===== src/rtl/note_tone_gen_pkg.sv =====
// piano_pkg: note code type, low-octave half-period table and FSM encoding for note_tone_gen.
// Revision 1.0
`default_nettype none

package piano_pkg;

  typedef logic [3:0] note_code_t;

  // Half-periods in 100 MHz clk cycles, low octave, degrees do..si
  localparam int unsigned H_DO = 191110;
  localparam int unsigned H_RE = 170265;
  localparam int unsigned H_MI = 151685;
  localparam int unsigned H_FA = 143172;
  localparam int unsigned H_SO = 127551;
  localparam int unsigned H_LA = 113636;
  localparam int unsigned H_SI = 101239;

  localparam int HIGH_OCT_BIT = 3;

  localparam logic [1:0] IDLE    = 2'd0;
  localparam logic [1:0] PLAY    = 2'd1;
  localparam logic [1:0] RELEASE = 2'd2;

endpackage

`default_nettype wire


===== src/rtl/note_tone_gen_if.sv =====
// note_tone_gen_if: note input from keyControl and tone/status outputs.
// Revision 1.0
`default_nettype none

interface note_tone_gen_if;

  piano_pkg::note_code_t key_out;
  logic                  key_out_on;
  logic                  buzzer;
  logic                  playing;
  piano_pkg::note_code_t cur_note;

  modport master (
    output key_out,
    output key_out_on,
    input  buzzer,
    input  playing,
    input  cur_note
  );

  modport slave (
    input  key_out,
    input  key_out_on,
    output buzzer,
    output playing,
    output cur_note
  );

endinterface

`default_nettype wire


===== src/rtl/note_period_rom.sv =====
// note_period_rom: note code to half-period lookup; the high octave halves the low-octave value.
// Revision 1.0
`default_nettype none

module note_period_rom
  import piano_pkg::*;
#(
  parameter int CNT_W = 18
) (
  input  note_code_t       note,
  output logic [CNT_W-1:0] half
);

  logic [CNT_W-1:0] base;

  always_comb begin
    base = '0;
    case (note[2:0])
      3'd1:    base = CNT_W'(H_DO);
      3'd2:    base = CNT_W'(H_RE);
      3'd3:    base = CNT_W'(H_MI);
      3'd4:    base = CNT_W'(H_FA);
      3'd5:    base = CNT_W'(H_SO);
      3'd6:    base = CNT_W'(H_LA);
      3'd7:    base = CNT_W'(H_SI);
      default: base = '0;
    endcase
    half = note[HIGH_OCT_BIT] ? (base >> 1) : base;
  end

endmodule

`default_nettype wire


===== src/rtl/note_tone_gen.sv =====
// note_tone_gen: monophonic square-wave buzzer driver with a programmable release tail.
// Revision 1.0
`default_nettype none

module note_tone_gen
  import piano_pkg::*;
#(
  parameter int RELEASE_CYCLES = 5_000_000,
  parameter int CNT_W          = 18,
  parameter int REL_W          = 23
) (
  input  logic                 clk,
  input  logic                 rst,
  note_tone_gen_if.slave       bus
);

  logic [1:0]       state;
  logic [CNT_W-1:0] cnt;
  logic [REL_W-1:0] rel;
  logic             tone;
  logic             active;
  note_code_t       note;
  logic [CNT_W-1:0] half;
  logic             valid;
  logic             wrap;
  logic             rel_done;

  // Period always follows the latched note, never the live key input
  note_period_rom #(.CNT_W(CNT_W)) u_rom (
    .note (note),
    .half (half)
  );

  assign valid    = bus.key_out_on && (bus.key_out[2:0] != 3'd0);
  assign wrap     = (cnt == half - CNT_W'(1));
  assign rel_done = (rel == REL_W'(RELEASE_CYCLES - 1));

  always_ff @(posedge clk) begin
    if (!rst) begin
      state  <= IDLE;
      cnt    <= '0;
      rel    <= '0;
      tone   <= 1'b0;
      active <= 1'b0;
      note   <= '0;
    end else begin
      case (state)
        IDLE: begin
          tone <= 1'b0;
          if (valid) begin
            state  <= PLAY;
            note   <= bus.key_out;
            cnt    <= '0;
            tone   <= 1'b1;
            active <= 1'b1;
          end
        end
        PLAY: begin
          if (valid && (bus.key_out != note)) begin
            note <= bus.key_out;
            cnt  <= '0;
            tone <= 1'b1;
          end else begin
            if (!valid) begin
              state <= RELEASE;
              rel   <= '0;
            end
            if (wrap) begin
              cnt  <= '0;
              tone <= ~tone;
            end else begin
              cnt <= cnt + CNT_W'(1);
            end
          end
        end
        RELEASE: begin
          if (valid) begin
            state <= PLAY;
            note  <= bus.key_out;
            cnt   <= '0;
            tone  <= 1'b1;
          end else if (rel_done) begin
            state  <= IDLE;
            tone   <= 1'b0;
            active <= 1'b0;
            note   <= '0;
            cnt    <= '0;
            rel    <= '0;
          end else begin
            rel <= rel + REL_W'(1);
            if (wrap) begin
              cnt  <= '0;
              tone <= ~tone;
            end else begin
              cnt <= cnt + CNT_W'(1);
            end
          end
        end
        default: begin
          state  <= IDLE;
          tone   <= 1'b0;
          active <= 1'b0;
          note   <= '0;
          cnt    <= '0;
          rel    <= '0;
        end
      endcase
    end
  end

  assign bus.buzzer   = tone;
  assign bus.playing  = active;
  assign bus.cur_note = note;

endmodule

`default_nettype wire

===== src/flat_wrapper.sv =====
// flat-port wrapper written by rule: the top's interface ports become plain ports
module note_tone_gen_flat import piano_pkg::*;
#(
  parameter int RELEASE_CYCLES = 5_000_000,
  parameter int CNT_W          = 18,
  parameter int REL_W          = 23
)
  (clk, rst, bus_key_out, bus_key_out_on, bus_buzzer, bus_playing, bus_cur_note);
  note_tone_gen_if bus_i ();
  input  logic clk;
  input  logic rst;
  input wire logic [$bits(bus_i.key_out)-1:0] bus_key_out;
  input wire logic [$bits(bus_i.key_out_on)-1:0] bus_key_out_on;
  output wire logic [$bits(bus_i.buzzer)-1:0] bus_buzzer;
  output wire logic [$bits(bus_i.playing)-1:0] bus_playing;
  output wire logic [$bits(bus_i.cur_note)-1:0] bus_cur_note;
  assign bus_i.key_out = bus_key_out;
  assign bus_i.key_out_on = bus_key_out_on;
  assign bus_buzzer = bus_i.buzzer;
  assign bus_playing = bus_i.playing;
  assign bus_cur_note = bus_i.cur_note;
  note_tone_gen #(.RELEASE_CYCLES(RELEASE_CYCLES), .CNT_W(CNT_W), .REL_W(REL_W)) u_core (.clk(clk), .rst(rst), .bus(bus_i));
endmodule

===== config.mk =====
export PLATFORM = sky130hd
export DESIGN_NAME = note_tone_gen_flat
export DESIGN_NICKNAME = d
export VERILOG_FILES = /design/src/rtl/note_tone_gen_pkg.sv /design/src/rtl/note_tone_gen_if.sv /design/src/rtl/note_period_rom.sv /design/src/rtl/note_tone_gen.sv /design/src/flat_wrapper.sv
export SDC_FILE = /design/constraint.sdc
export NUM_CORES = 1
export LEC_CHECK = 0
export ABC_AREA = 1
export CORE_ASPECT_RATIO = 1.75
export CORE_MARGIN = 2
export CORE_UTILIZATION = 65
export CTS_CLUSTER_DIAMETER = 40
export DETAILED_ROUTE_END_ITERATION = 12
export HOLD_SLACK_MARGIN = 0.02
export PLACE_DENSITY = 0.87
export SLEW_MARGIN = 5
export SYNTH_ARGS = -nofsm -noshare
export SYNTH_HDL_FRONTEND = slang
export SYNTH_SLANG_ARGS = --single-unit

===== constraint.sdc =====
create_clock -name clk -period 3.35 [get_ports clk]
set_input_delay 0.8375 -clock clk [delete_from_list [all_inputs] [get_ports clk]]
set_output_delay 0.8375 -clock clk [all_outputs]
set_load 0.005 [all_outputs]

**Run 1: signal wires by layer**

Bar = 20 µm. Only two layers are drawn.
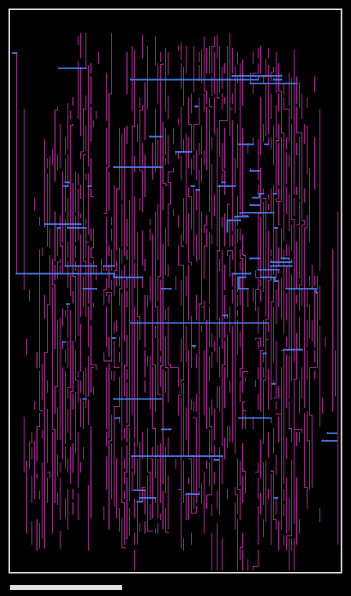
met2: drawn in magenta, wire length 5140 µm. met3: drawn in blue, wire length 239 µm.

**Run 1: clock wires, drivers and flops**

Bar = 20 µm.
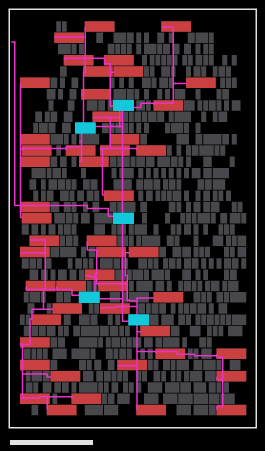
cells driving clock nets: drawn in cyan, count 5. clock wires: drawn in magenta, length 576 µm. flip-flops: drawn in red, count 49.
There are 6 routed clock nets.

==> Table 3: Implementation characteristics, run 1 <==
Physical implementation characteristics

Parameter                              Value

Setup path
  Setup crit end .................. u_core.cnt[13]
  Buffering stage count on the worst path with inverters included .................. 3
  Crit-path max FO .................. 10
  Crit. End Element .................. register
  Startpoint of the lowest-slack register-to-register path .................. u_core.bus.cur_note[2]
  Startpoint types .................. register
  Worst-path cell with the longest stage delay .................. sky130_fd_sc_hd__dfxtp_1
  Path type of the worst setup path .................. reg -> reg
  Most frequent cell on the critical path .................. sky130_fd_sc_hd__nand2_1
  Sequence of cells on the critical path .................. inv_2, nand2_2, nand2_1, nand2_2, nand2_2, ha_1, nand3_2, nand2_1, nand2_1, nand3_1, nand2_1, inv_1, nor2_1, nand3_1, nor2_2, nand2_4, nand2_4, inv_4, nand2_1, a21oi_1
  Data required time at the worst endpoint .................. 3.50 ns
  Worst Reg-to-Reg Cells .................. 20
  FF-to-FF End .................. u_core.cnt[13]
  CP peak stage delay .................. 0.54 ns
  Register-to-Register Setup Slack .................. 0.53 ns
  Worst path depth .................. 20
  Category of cells accounting for the largest share of critical-path delay .................. simple AND/OR/NAND/NOR gates
  Beginning of the critical path .................. u_core.bus.cur_note[2]
  Arr. time, crit path .................. 2.97 ns

Yosys
  Area fraction in and, or, nand and nor cells .................. 40.8%
  Xor/xnor share of the synthesized area .................. 4.56%
  Fraction of registers with async set/reset .................. 0%
  Most common flop cell mapped by yosys .................. sky130_fd_sc_hd__dfxtp_1
  Area fraction in mux cells .................. 0%
  Number of unique standard cell types used by synthesis .................. 35
  Synth flops .................. 49
  Post-synthesis chip area from yosys .................. 3460 µm²
  Dominant combinational family .................. simple AND/OR/NAND/NOR gates
  Area fraction of the dominant cell type after synthesis .................. 28.3%
  Number of enable flip-flop cells .................. 0
  Mean Syn Cell Area .................. 6.33 µm²
  Tally of yosys warning messages .................. 0
  Cell with the most instances after synthesis .................. sky130_fd_sc_hd__nand2_1
  Largest area contributor in the synthesized netlist .................. sky130_fd_sc_hd__dfxtp_1
  Main area contributors .................. sky130_fd_sc_hd__dfxtp_1 (28%), sky130_fd_sc_hd__nand2_1 (15%), sky130_fd_sc_hd__inv_1 (7.7%)
  Summed instance area of the synthesized netlist .................. 3460 µm²
  Post-synthesis compound-gate area fraction .................. 12.7%
  Top cells by count, synth .................. sky130_fd_sc_hd__nand2_1 (139), sky130_fd_sc_hd__inv_1 (71), sky130_fd_sc_hd__dfxtp_1 (49), sky130_fd_sc_hd__nand3_1 (49), sky130_fd_sc_hd__nor2_1 (45)
  Cells after synthesis .................. 547
  Fraction of the mapped netlist area in adder cells .................. 2.89%
  Post-synthesis sequential area ratio .................. 28.3%
  Number of standard cells reported by yosys .................. 547
  Syn nets .................. 562

Global route
  Routing usage on met1 .................. 32.4%
  Grt total ovfl .................. 0
  Number of antenna violations at the first check in global routing .................. 0
  Number of global-route vias before repair .................. 3522
  GRT Max-Usage Layer .................. met2
  GRT Resource Usage Total .................. 33.4%
  Global-route wire length before repair .................. 15.5 mm
  Met2 GRT Util .................. 63.2%
  Pin count of the biggest net entering global routing .................. 22

Layout
  Fillcell total .................. 469
  Flip-flop count of the largest register after layout .................. 23
  Diodes inserted .................. 0
  Final clock-cell share .................. 2.71%
  Flop count .................. 49
  Number of ordinary inverters in the final layout .................. 79
  Share of cell area taken by flip-flops and latches .................. 26.2%
  Total number of nets in the final design .................. 578
  Comb/total area .................. 56.4%
  Register Area .................. 981 µm²
  Layout area overhead .................. 8.06%
  Number of multi-input combinational cells in the layout .................. 408
  Buffers excl. clock .................. 20
  Fraction of layout instances using a drive strength above 1 .................. 9.93%
  Core utilization of the finished layout .................. 71.8%
  Clock tree buffer count of the final layout .................. 7
  Most instantiated logic cells after routing .................. sky130_fd_sc_hd__nand2_1 (139), sky130_fd_sc_hd__inv_1 (71), sky130_fd_sc_hd__nand3_1 (49), sky130_fd_sc_hd__dfxtp_1 (49), sky130_fd_sc_hd__nor2_1 (45)
  Most frequent standard cell in the layout excluding fill and tap cells .................. sky130_fd_sc_hd__nand2_1
  Largest Register .................. u_core.rel
  Logic cell area .................. 2110 µm²
  Top class by area .................. combinational gates
  Layout buffering overhead excluding clock cells .................. 4.82%

Flow run
  Max Cap Violations .................. 0
  OpenROAD warnings .................. 30

Die
  Total core area .................. 5210 µm²
  Ports .................. 13
  Number of well taps .................. 55
  Number of cell rows .................. 35
  Height of the die .................. 101 µm
  Die Outline Area .................. 5950 µm²
  Die width .................. 59.2 µm
  Initial Utilization .................. 66.4%

Clocking
  H-tree depth reported by CTS .................. 2
  Total setup buffers inserted after CTS .................. 0
  CTS Buf Count .................. 5
  Clock tree from TritonCTS .................. done
  Sinks on the clock net .................. 49
  Clock latency at the later pin of the worst-skew pair .................. 0.30 ns
  CTS max path bufs .................. 2
  Root Buffer .................. sky130_fd_sc_hd__clkbuf_8
  CTS clk-pin slew, worst paths .................. 0.09 ns
  Number of buffers inserted by hold repair at cts .................. 0
  Post-CTS resize count .................. 0

Hold path
  Worst min-delay path class .................. reg -> reg
  Hold depth .................. 2
  Beginning of the worst hold path .................. u_core.bus.playing
  Endpoint of the worst hold-timing path .................. u_core.bus.playing

Drt
  Total routed wire length on the met1 layer .................. 3.29 mm
  Top routing layer used .................. met4
  Detailed route wirelength on metal2 .................. 5.14 mm
  Wire length reported by the detailed router .................. 9.16 mm
  Post-route ant nets .................. 0
  Wire length on met3 .................. 239 µm
  Detailed-router iteration count before antenna repair .................. 6
  Average wire length per cell after detail routing .................. 14.8 µm
  DRC violation total after the first TritonRoute iteration .................. 233
  Via-to-Cell Ratio .................. 5.81
  Number of design rule violations left after detail routing .................. 0
  Vias .................. 3596

Place
  Routability Congestion .................. 0.989
  Detailed-placement wirelength estimate .................. 7.25 mm
  Number of buffers inserted by port buffering .................. 12

Power
  Pwr Density .................. 793 nW/µm²
  Worst vdd rail ir drop .................. 0.000383 V
  Leakage power figure .................. 1.60 nW

Final timing
  Setup repair after global routing missed its margin .................. false
  Setup violation total in the final timing report .................. 0
  Fraction of the cycle the final worst path needs .................. 84.1%
  Final hold viol count .................. 0
  Highest achievable clock rate .................. 355 MHz
  Fin Setup TNS .................. 0 ns
  Slew @ Worst Pin .................. 0.734 ns
  Final Max-Slew Violation Tally .................. 0
  Largest clock skew in the final design .................. 0.00962 ns
  Min cycle time layout .................. 2.82 ns
  Worst slew margin relative to its limit .................. 51.0%

Outcome
  Outcome .................. completed
**Run 1: where the registers sit**

Bar = 20 µm. Other sequential cells in the stronger grey, the rest of the logic in the fainter grey.
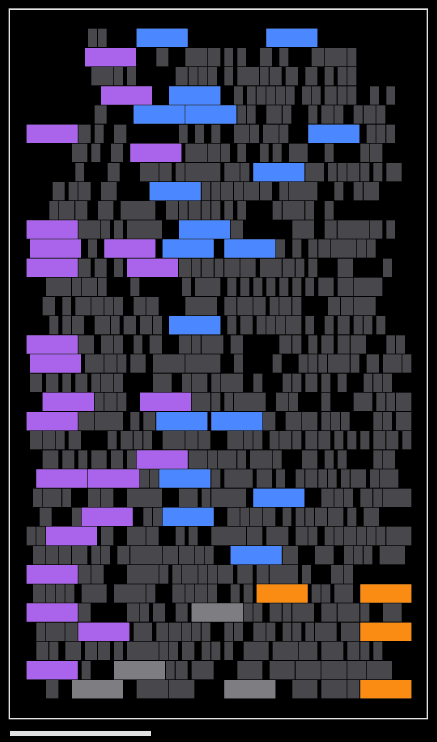
u_core.rel: drawn in purple, sequential cells 23. u_core.bus.cur_note: drawn in orange, sequential cells 4, where south-east. u_core.cnt: drawn in blue, sequential cells 18.
Another 4 sequential cells are not coloured.

**Run 1: placed cells, one colour a class**

Fill, decap, tap and diode cells in grey.
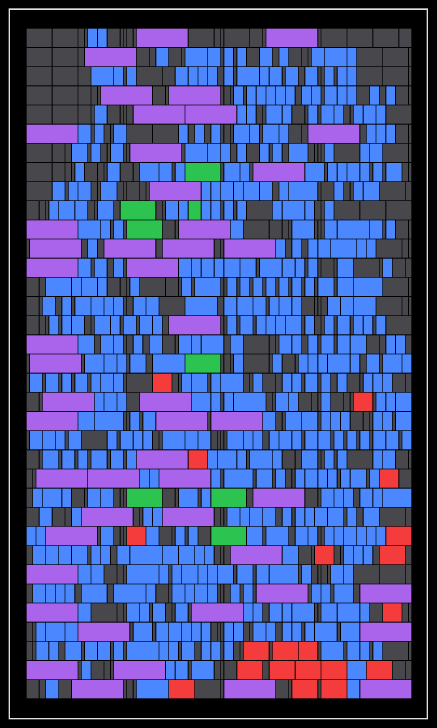
all other logic: drawn in blue, cells 487. clock drivers and dummy loads: drawn in green, cells 8. flip-flops: drawn in purple, cells 49. other buffers and delay cells: drawn in red, cells 20.

run 1: power by group:
group          internal [mW]  leakage, nW  switching (mW)  total [mW]
logic                  0.644         1.15            1.22        1.87
registers              0.635        0.397          0.0825       0.717
clock network          0.187       0.0542           0.194       0.381
total                   1.47         1.60            1.50        2.97
run 1: through the flow:
| stage | cells | worst slack (ns) | total power [mW] | instance area, µm² | hold slack [ns] |
|---|---|---|---|---|---|
| after floorplan | 547 | 1.05 | 2.10 | 3460 | 0.443 |
| after global placement | 611 | 0.371 | 2.52 | 3640 | 0.462 |
| after detailed placement | 611 | 0.269 | 2.57 | 3640 | 0.468 |
| after CTS | 619 | 0.552 | 2.95 | 3740 | 0.485 |
| after global routing | 619 | 0.270 | 3.22 | 3740 | 0.522 |
| final | 619 | 0.531 | 2.97 | 3740 | 0.488 |
==> run 2: changes to the inputs <==
--- a/config.mk
+++ b/config.mk
@@ -8,11 +8,11 @@
 export ABC_AREA = 1
 export CORE_ASPECT_RATIO = 1.75
 export CORE_MARGIN = 2
-export CORE_UTILIZATION = 65
+export CORE_UTILIZATION = 62
 export CTS_CLUSTER_DIAMETER = 40
 export DETAILED_ROUTE_END_ITERATION = 12
 export HOLD_SLACK_MARGIN = 0.02
-export PLACE_DENSITY = 0.87
+export PLACE_DENSITY = 0.84
 export SLEW_MARGIN = 5
 export SYNTH_ARGS = -nofsm -noshare
 export SYNTH_HDL_FRONTEND = slang
==> constraint.sdc (replaced) <==
create_clock -name clk -period 2.6 [get_ports clk]
set_input_delay 0.65 -clock clk [delete_from_list [all_inputs] [get_ports clk]]
set_output_delay 0.65 -clock clk [all_outputs]
set_load 0.005 [all_outputs]
**Run 2: placed cells, one colour a class**

Fill, decap, tap and diode cells in grey.
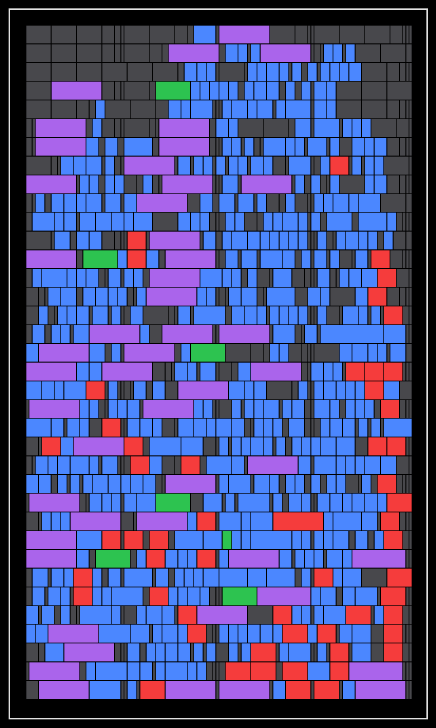
flip-flops: drawn in purple, cells 49. other buffers and delay cells: drawn in red, cells 55. all other logic: drawn in blue, cells 487. clock drivers and dummy loads: drawn in green, cells 7.

==> run 2 against run 1 <==
  * Routed wire length increased by 6.4%
  * Critical path depth unchanged
  * Clock skew decreased by 0.0020 ns
  * Non-clock buffer count increased by 35
  * Register-to-register slack got worse by 0.42 ns
  * Count of clock-buffer cells in the layout unchanged
  * Critical endpoint is now u_core.cnt[2]
  * Highest routed layer unchanged
==> Table 3: Implementation characteristics, run 2 <==
Physical implementation characteristics

Parameter                              Value

Outcome
  Outcome .................. completed (unchanged)

Final timing
  Highest achievable clock rate .................. 402 MHz (was 355 MHz)
  Setup violation total in the final timing report .................. 0 (unchanged)
  Slew @ Worst Pin .................. 0.700 ns (was 0.734 ns)
  Worst slew margin relative to its limit .................. 53.3% (was 51.0%)
  Fraction of the cycle the final worst path needs .................. 95.8% (was 84.1%)
  Final Max-Slew Violation Tally .................. 0 (unchanged)
  Fin Hold WS .................. 0.474 ns (was 0.488 ns)

Setup path
  Worst Reg-to-Reg Cells .................. 20 (unchanged)
  Beginning of the critical path .................. u_core.bus.cur_note[2] (unchanged)
  Startpoint types .................. register (unchanged)
  Buffering stage count on the worst path with inverters included .................. 4 (was 3)
  Worst path depth .................. 20 (unchanged)
  Path type of the worst setup path .................. reg -> reg (unchanged)
  FF-to-FF End .................. u_core.cnt[2] (was u_core.cnt[13])
  Register-to-Register Setup Slack .................. 0.11 ns (was 0.53 ns)

Clocking
  Number of buffers inserted by hold repair at cts .................. 0 (unchanged)
  CTS Buf Count .................. 5 (unchanged)
  Root Buffer .................. sky130_fd_sc_hd__clkbuf_8 (unchanged)
  H-tree depth reported by CTS .................. 2 (unchanged)
  CTS clk-pin slew, worst paths .................. 0.09 ns (about the same)

Layout
  Final Instance Count excl. Fillers .................. 674 (was 619)
  Logic cell area .................. 2170 µm² (was 2110 µm²)
  Clock tree buffer count of the final layout .................. 7 (unchanged)
  Comb/total area .................. 53.1% (was 56.4%)
  Flop count .................. 49 (unchanged)
  Most instantiated logic cells after routing .................. sky130_fd_sc_hd__nand2_1 (138), sky130_fd_sc_hd__inv_1 (70), sky130_fd_sc_hd__nand3_1 (46), sky130_fd_sc_hd__dfxtp_1 (46), sky130_fd_sc_hd__nor2_1 (43) (was sky130_fd_sc_hd__nand2_1 (139), sky130_fd_sc_hd__inv_1 (71), sky130_fd_sc_hd__nand3_1 (49), sky130_fd_sc_hd__dfxtp_1 (49), sky130_fd_sc_hd__nor2_1 (45))
  Final clock-cell share .................. 2.11% (was 2.71%)
  Core utilization of the finished layout .................. 74.5% (was 71.8%)
  Post-route cell area .................. 4090 µm² (was 3740 µm²)
  Flip-flop count of the largest register after layout .................. 23 (unchanged)
  Diodes inserted .................. 0 (unchanged)
  Largest Register .................. u_core.rel (unchanged)

Drt
  DRC violation total after the first TritonRoute iteration .................. 233 (unchanged)
  Post-route ant nets .................. 0 (unchanged)
  Average wire length per cell after detail routing .................. 14.5 µm (was 14.8 µm)
  Wire length reported by the detailed router .................. 9.75 mm (was 9.16 mm)
  Via-to-Cell Ratio .................. 5.63 (was 5.81)
  Total routed wire length on the met1 layer .................. 3.44 mm (was 3.29 mm)

Global route
  GRT Max-Usage Layer .................. met2 (unchanged)
  Met2 GRT Util .................. 62.4% (was 63.2%)
  GRT Resource Usage Total .................. 33.8% (was 33.4%)
  Routing usage on met1 .................. 32.0% (was 32.4%)
  Grt total ovfl .................. 0 (unchanged)

Flow run
  Max Cap Violations .................. 0 (unchanged)
  OpenROAD warnings .................. 30 (unchanged)

Die
  Total core area .................. 5500 µm² (was 5210 µm²)
  Initial Utilization .................. 63.0% (was 66.4%)
  Height of the die .................. 103 µm (was 101 µm)
  Ports .................. 13 (unchanged)

Place
  Place WS .................. -0.115 ns (was 0.269 ns)
  Routability Congestion .................. 0.971 (was 0.989)

Yosys
  Area fraction of the dominant cell type after synthesis .................. 28.3% (unchanged)
  Number of enable flip-flop cells .................. 0 (unchanged)
  Post-synthesis compound-gate area fraction .................. 12.7% (unchanged)
  Tally of yosys warning messages .................. 0 (unchanged)
  Top cells by count, synth .................. sky130_fd_sc_hd__nand2_1 (139), sky130_fd_sc_hd__inv_1 (71), sky130_fd_sc_hd__dfxtp_1 (49), sky130_fd_sc_hd__nand3_1 (49), sky130_fd_sc_hd__nor2_1 (45) (unchanged)
  Synth flops .................. 49 (unchanged)
  Syn nets .................. 562 (unchanged)
  Post-synthesis chip area from yosys .................. 3460 µm² (unchanged)

Power
  Leading power group .................. combinational cells (unchanged)
  Combinational power share .................. 67.9% (was 62.9%)
  Power in combinational cells .................. 2.89 mW (was 1.87 mW)
  Total sequential power .................. 910 µW (was 717 µW)
**Run 2: where the registers sit**

Bar = 20 µm. Other sequential cells in the stronger grey, the rest of the logic in the fainter grey.
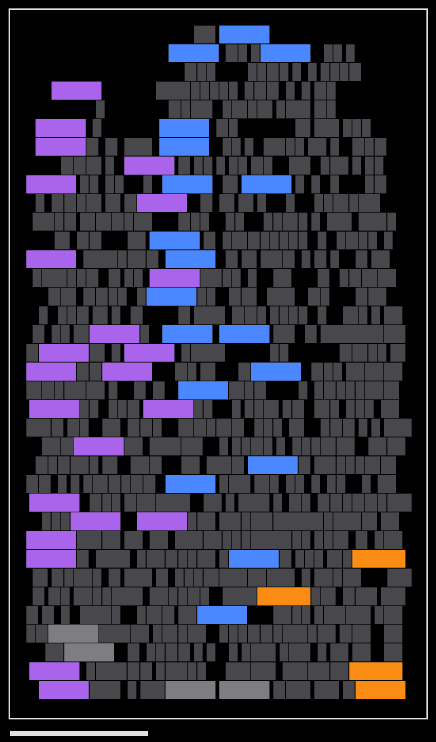
u_core.bus.cur_note: drawn in orange, sequential cells 4, where south-east. u_core.cnt: drawn in blue, sequential cells 18. u_core.rel: drawn in purple, sequential cells 23.
Another 4 sequential cells are not coloured.

-- run 2: worst min path at each step --
stage | startpoint | to | slack, ns | cells after the start
after floorplan | u_core.rel[5] | u_core.rel[5] | 0.44 | 1
after global placement | u_core.bus.playing | u_core.bus.playing | 0.46 | 2
after detailed placement | u_core.bus.playing | u_core.bus.playing | 0.46 | 2
after CTS | u_core.bus.playing | u_core.bus.playing | 0.48 | 2
after global routing | u_core.bus.playing | u_core.bus.playing | 0.52 | 2
final | u_core.bus.playing | u_core.bus.playing | 0.47 | 2
-- run 2: what timing repair did --
item,CTS,global route
buffers inserted,0,4
endpoints found under the setup margin,2,25
resized,1,16
pin swaps,0,5
**Run 2: clock wires, drivers and flops**

Bar = 20 µm.
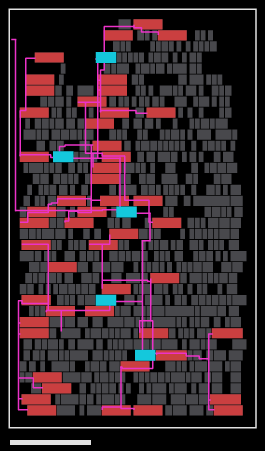

==> run 3: changes to the inputs <==
--- a/config.mk
+++ b/config.mk
@@ -6,13 +6,14 @@
 export NUM_CORES = 1
 export LEC_CHECK = 0
 export ABC_AREA = 1
+export ABC_CLOCK_PERIOD_IN_PS = 2600
 export CORE_ASPECT_RATIO = 1.75
 export CORE_MARGIN = 2
 export CORE_UTILIZATION = 62
 export CTS_CLUSTER_DIAMETER = 40
 export DETAILED_ROUTE_END_ITERATION = 12
 export HOLD_SLACK_MARGIN = 0.02
-export PLACE_DENSITY = 0.84
+export PLACE_DENSITY = 0.81
 export SLEW_MARGIN = 5
 export SYNTH_ARGS = -nofsm -noshare
 export SYNTH_HDL_FRONTEND = slang
**Run 3: clock wires, drivers and flops**

Bar = 20 µm.
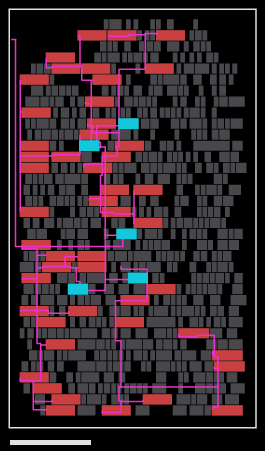
flip-flops: drawn in red, count 49. clock wires: drawn in magenta, length 592 µm. cells driving clock nets: drawn in cyan, count 5.
There are 6 routed clock nets.

**Run 3: where the registers sit**

Bar = 20 µm. Other sequential cells in the stronger grey, the rest of the logic in the fainter grey.
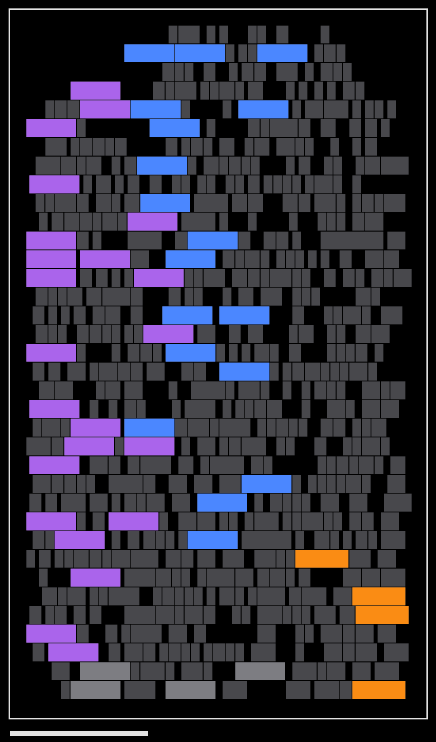
u_core.rel: drawn in purple, sequential cells 23. u_core.bus.cur_note: drawn in orange, sequential cells 4, where south-east. u_core.cnt: drawn in blue, sequential cells 18.

==> run 3 against run 2 <==
  * Routed wire length is 2.8% lower
  * Clock skew grew 0.0013 ns
  * Largest power group unchanged
  * Critical path type unchanged
  * Maximum frequency up 0.54%
  * Count of clock-buffer cells in the layout down 1
  * Cell area fell by 0.80%
  * Critical path depth is 3 lower
  * Core utilization shrank 0.59 points
  * Combinational power shrank 4%
  * Synthesized cell count is the same
  * Global-route usage shrank 0.53 points
  * First-iteration DRC count up 6.4%
==> Table 3: Implementation characteristics, run 3 <==
Physical implementation characteristics

Parameter                              Value

Layout
  Most frequent standard cell in the layout excluding fill and tap cells .................. sky130_fd_sc_hd__nand2_1 (unchanged)
  Most instantiated logic cells after routing .................. sky130_fd_sc_hd__nand2_1 (139), sky130_fd_sc_hd__inv_1 (70), sky130_fd_sc_hd__nand3_1 (48) (was sky130_fd_sc_hd__nand2_1 (138), sky130_fd_sc_hd__inv_1 (70), sky130_fd_sc_hd__nand3_1 (46), sky130_fd_sc_hd__dfxtp_1 (46), sky130_fd_sc_hd__nor2_1 (43))
  Flop count .................. 49 (unchanged)
  Buffers excl. clock .................. 54 (was 55)
  Share of cell area taken by flip-flops and latches .................. 24.3% (was 24.1%)
  Final clock-cell share .................. 2.22% (was 2.11%)
  Largest Register .................. u_core.rel (unchanged)
  Number of multi-input combinational cells in the layout .................. 408 (unchanged)
  Top class by area .................. combinational gates (unchanged)
  Layout buffering overhead excluding clock cells .................. 11.0% (was 11.1%)
  Flip-flop count of the largest register after layout .................. 23 (unchanged)
  Final Instance Count excl. Fillers .................. 673 (was 674)

Die
  Total core area .................. 5500 µm² (unchanged)
  Die Outline Area .................. 6220 µm² (unchanged)
  Die width .................. 60.5 µm (unchanged)
  Ports .................. 13 (unchanged)

Final timing
  Fin Setup TNS .................. 0 ns (unchanged)
  Setup slack of the critical path after layout .................. 0.123 ns (was 0.110 ns)
  Final hold viol count .................. 0 (unchanged)
  Fraction of the cycle the final worst path needs .................. 95.3% (was 95.8%)
  Setup repair after global routing missed its margin .................. true
  Largest clock skew in the final design .................. 0.00889 ns (was 0.00758 ns)
  Final Max-Slew Violation Tally .................. 0 (unchanged)
  Fin Hold WS .................. 0.472 ns (was 0.474 ns)
  Setup violation total in the final timing report .................. 0 (unchanged)

Drt
  Vias .................. 3732 (was 3793)
  Detailed route wirelength on metal2 .................. 5.16 mm (was 5.26 mm)
  Wire length reported by the detailed router .................. 9.48 mm (was 9.75 mm)
  Top routing layer used .................. met4 (unchanged)

Yosys
  Number of unique standard cell types used by synthesis .................. 35 (unchanged)
  Post-synthesis chip area from yosys .................. 3460 µm² (unchanged)
  Number of enable flip-flop cells .................. 0 (unchanged)
  Cell with the most instances after synthesis .................. sky130_fd_sc_hd__nand2_1 (unchanged)
  Synth flops .................. 49 (unchanged)
  Main area contributors .................. sky130_fd_sc_hd__dfxtp_1 (28%), sky130_fd_sc_hd__nand2_1 (15%), sky130_fd_sc_hd__inv_1 (7.7%) (unchanged)
  Cells after synthesis .................. 547 (unchanged)

Power
  Worst vdd rail ir drop .................. 0.000636 V (was 0.000646 V)
  Leading power group .................. combinational cells (unchanged)
  Pwr Density .................. 1020 nW/µm² (was 1040 nW/µm²)
  Combinational power share .................. 66.7% (was 67.9%)
  Leakage power figure .................. 1.76 nW (was 1.77 nW)
  Clock network power .................. 458 µW (about the same)
  Relative contribution of the clock network to total power .................. 11.1% (was 10.7%)

Setup path
  Worst-path cell with the longest stage delay .................. sky130_fd_sc_hd__dfxtp_2 (unchanged)
  Data required time at the worst endpoint .................. 2.75 ns (was 2.76 ns)
  Sequence of cells on the critical path .................. inv_2, nand2_2, nand2_1, nand2_2, nand2_2, ha_4, xnor2_1, nand3b_1, nand2_1, nand2_1, nor2_1, nand3_1, nor2_4, nand2_4, buf_12, nand4_1, a21oi_1 (was buf_4, nor2_1, nand2_1, nand2_2, ha_4, nand3_2, nand2_1, nand2_1, inv_1, nand2_1, nand2_1, inv_1, nor2_1, nand3_2, nor2_4, nand2_4, nand2_4, inv_4, nand2_1, a21oi_1)
  Path type of the worst setup path .................. reg -> reg (unchanged)
  Startpoint types .................. register (unchanged)

Global route
  Grt total ovfl .................. 0 (unchanged)
  Global-route wire length before repair .................. 15.9 mm (about the same)
  Routing usage on met1 .................. 31.9% (was 32.0%)
  Pin count of the biggest net entering global routing .................. 22 (unchanged)
  GRT Resource Usage Total .................. 33.2% (was 33.8%)
  Met2 GRT Util .................. 62.5% (was 62.4%)

Place
  Number of cells after detailed placement .................. 665 (was 663)
  Routability Congestion .................. 0.983 (was 0.971)
  Post-detailed-placement cell area .................. 3930 µm² (was 3900 µm²)

Clocking
  CTS Buf Count .................. 5 (unchanged)
  H-tree depth reported by CTS .................. 2 (unchanged)
  Root Buffer .................. sky130_fd_sc_hd__clkbuf_8 (unchanged)
  Sinks on the clock net .................. 49 (unchanged)
  Clock tree from TritonCTS .................. done (unchanged)
  Number of buffers inserted by hold repair at cts .................. 0 (unchanged)

Flow run
  Max Cap Violations .................. 0 (unchanged)

Outcome
  Outcome .................. completed (unchanged)
## run 3: worst paths after layout
kind	cells past startpoint	slack [ns]	start	end
worst max-delay path	17	0.12	u_core.bus.cur_note[2]	u_core.cnt[11]
worst min register to register	2	0.47	u_core.bus.playing	u_core.bus.playing
worst min-delay path	2	0.47	u_core.bus.playing	u_core.bus.playing
worst max register to register	17	0.12	u_core.bus.cur_note[2]	u_core.cnt[11]
## run 3: cell families (layout without fill, tap and decap cells)
logic type	Yosys count	count (layout)	share of synthesized area, %
flops	49	49	28.3
fa+ha+maj	8	8	2.89
simple gates	304	304	40.8
buf+inv	90	140	10.7
compound gates	78	78	12.7
xor+xnor	18	18	4.56
## run 3: timing repair
item | CTS | global route
resized | 2 | 9
pin swaps | 0 | 3
buffers inserted | 0 | 1
endpoints found under the setup margin | 17 | 30
Power is estimated from default activity; no workload was simulated.
